[src/rtl/jalr_resolve.sv]
// Commit-side JALR resolver: dequeues the JALR queue head, compares the computed
// target against the prediction, and flushes/redirects fetch on a mismatch.
module jalr_resolve #(
  parameter int CNT_W = 16
) (
  input  logic             clk,
  input  logic             reset,
  input  logic             commit_jalr,
  input  logic             head_ready,
  input  logic [31:0]      jalr_actual_address,
  input  logic [31:0]      jalr_taken_address,
  output logic             jalrq_rd_en,
  output logic             jalr_done,
  output logic             flush,
  output logic             redirect_valid,
  output logic [31:0]      redirect_pc,
  input  logic             redirect_ack,
  output logic [CNT_W-1:0] jalr_total,
  output logic [CNT_W-1:0] jalr_mispredict
);

  typedef enum logic [2:0] {
    IDLE,
    WAIT,
    CHECK,
    REDIRECT,
    DONE
  } state_e;

  state_e           state_q, state_d;
  logic [31:0]      tgt_q, tgt_d;
  logic [31:0]      pred_q, pred_d;
  logic [31:0]      redirect_pc_q, redirect_pc_d;
  logic [CNT_W-1:0] total_q, total_d;
  logic [CNT_W-1:0] misp_q, misp_d;

  always_ff @(posedge clk or negedge reset) begin
    if (!reset) begin
      state_q       <= IDLE;
      tgt_q         <= '0;
      pred_q        <= '0;
      redirect_pc_q <= '0;
      total_q       <= '0;
      misp_q        <= '0;
    end else begin
      state_q       <= state_d;
      tgt_q         <= tgt_d;
      pred_q        <= pred_d;
      redirect_pc_q <= redirect_pc_d;
      total_q       <= total_d;
      misp_q        <= misp_d;
    end
  end

  // Control outputs decode from the state register; only flush also looks at the compare.
  always_comb begin
    state_d        = state_q;
    tgt_d          = tgt_q;
    pred_d         = pred_q;
    redirect_pc_d  = redirect_pc_q;
    total_d        = total_q;
    misp_d         = misp_q;
    jalrq_rd_en    = 1'b0;
    jalr_done      = 1'b0;
    flush          = 1'b0;
    redirect_valid = 1'b0;

    case (state_q)
      IDLE: begin
        if (commit_jalr) state_d = WAIT;
      end
      WAIT: begin
        if (!commit_jalr) begin
          state_d = IDLE;
        end else if (head_ready) begin
          tgt_d   = jalr_actual_address & ~32'h1;
          pred_d  = jalr_taken_address;
          state_d = CHECK;
        end
      end
      CHECK: begin
        jalrq_rd_en = 1'b1;
        if (total_q != '1) total_d = total_q + CNT_W'(1);
        if (tgt_q == pred_q) begin
          state_d = DONE;
        end else begin
          flush         = 1'b1;
          redirect_pc_d = tgt_q;
          if (misp_q != '1) misp_d = misp_q + CNT_W'(1);
          state_d       = REDIRECT;
        end
      end
      REDIRECT: begin
        redirect_valid = 1'b1;
        if (redirect_ack) state_d = DONE;
      end
      DONE: begin
        jalr_done = 1'b1;
        state_d   = IDLE;
      end
      default: state_d = IDLE;
    endcase
  end

  assign redirect_pc     = redirect_pc_q;
  assign jalr_total      = total_q;
  assign jalr_mispredict = misp_q;

endmodule

[config.mk]
export PLATFORM = sky130hd
export DESIGN_NAME = jalr_resolve
export DESIGN_NICKNAME = d
export VERILOG_FILES = /design/src/rtl/jalr_resolve.sv
export SDC_FILE = /design/constraint.sdc
export NUM_CORES = 1
export LEC_CHECK = 0
export ABC_AREA = 1
export CAP_MARGIN = 20
export CORE_MARGIN = 4
export CORE_UTILIZATION = 45
export DETAILED_ROUTE_END_ITERATION = 10
export GPL_TIMING_DRIVEN = 0
export PLACE_DENSITY = 0.68
export SLEW_MARGIN = 20
export SYNTH_ARGS = -nofsm -noshare
export SYNTH_HDL_FRONTEND = slang
export SYNTH_SLANG_ARGS = --single-unit
[constraint.sdc]
create_clock -name clk -period 4.91 [get_ports clk]
set_clock_uncertainty 0.2 [all_clocks]
set_input_delay 0.491 -clock clk [delete_from_list [all_inputs] [get_ports clk]]
set_output_delay 0.491 -clock clk [all_outputs]
set_load 0.05 [all_outputs]
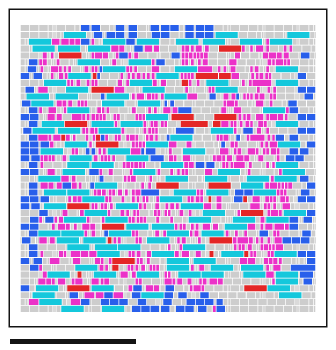
(cell classes on the final placement)
Bar = 50 µm. Fill, decap, tap and diode cells in gray.
all other logic: in magenta, cells 553, share of their area 34%. clock drivers and dummy loads: in red, cells 31, share of their area 6.6%. other buffers and delay cells: in blue, cells 161, share of their area 19%. flops: in cyan, cells 129, share of their area 40%.

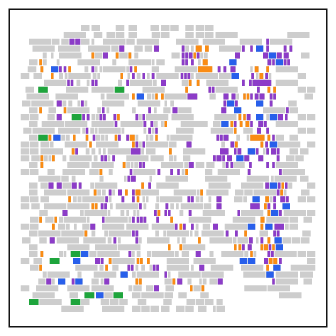
(logic cells by family)
NOR gates: in orange, cells 106, most used nor2_1, where spread over the die. multiplexers: in green, cells 10, most used mux2_2. NAND gates: in purple, cells 225, most used nand2_1. XOR/XNOR gates: in blue, cells 35, most used xor2_1, where spread over the die.

==> results_slide.txt <==
Run Summary

Route
  • Max layer used: met4
  • Met2 WL: 7670 µm
  • Final ANT Viol Nets: 0
  • # DRC: 0

Clock tree
  • Setup Buffers After CTS: 0

Global route
  • Number of global-route vias before repair: 5362
  • Total grt overflow: 0
  • Largest net degree at the start of global routing: 72

Placement
  • HPWL after DPL: 11800 µm

Synth
  • Yosys simple share: 0.237
  • Syn_area_per_cell: 8.79 µm²
  • Gate Count Post-Synth: 707

Cells and area
  • Nets: 933
  • Nonclk buf count: 161
  • Layout area overhead: 34.5%
  • FF/Latch Area: 3230 µm²
  • Fill cells: 1171

Floorplan
  • Die area: 15800 µm²

STA
  • Relative slew margins: 0.557
  • Slew @ Worst Pin: 0.664 ns

Critical path
  • Crit path max fanout: 10
  • Crit Path Category: flop to primary output
  • CP Cell Sequence: xnor2_1, nand2_1, nor2_1, nand2_1, nor2_2, nand2_4, nand2_4, clkbuf_2, inv_1, clkdlybuf4s50_1
  • Levels on crit path: 10

Power
  • Static Leak: 0.00402 µW

Worst hold path
  • Cell count of the worst hold path: 2

Status
  • Status: finished, final reports clean
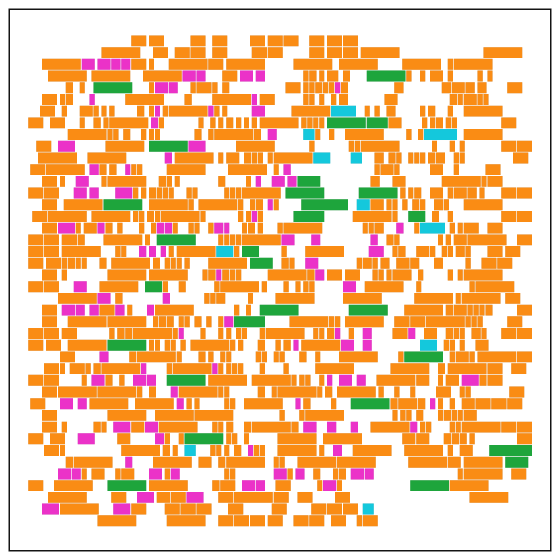
(drive-strength map)
drive 1 or less: in orange, cells 726, share 83%. drive 3 to 4: in cyan, cells 11, share 1.3%. drive 2: in magenta, cells 109, share 12%. drive 6 and up: in green, cells 28, share 3.2%.

No activity file was given, so power comes from the tool's default toggle rates.
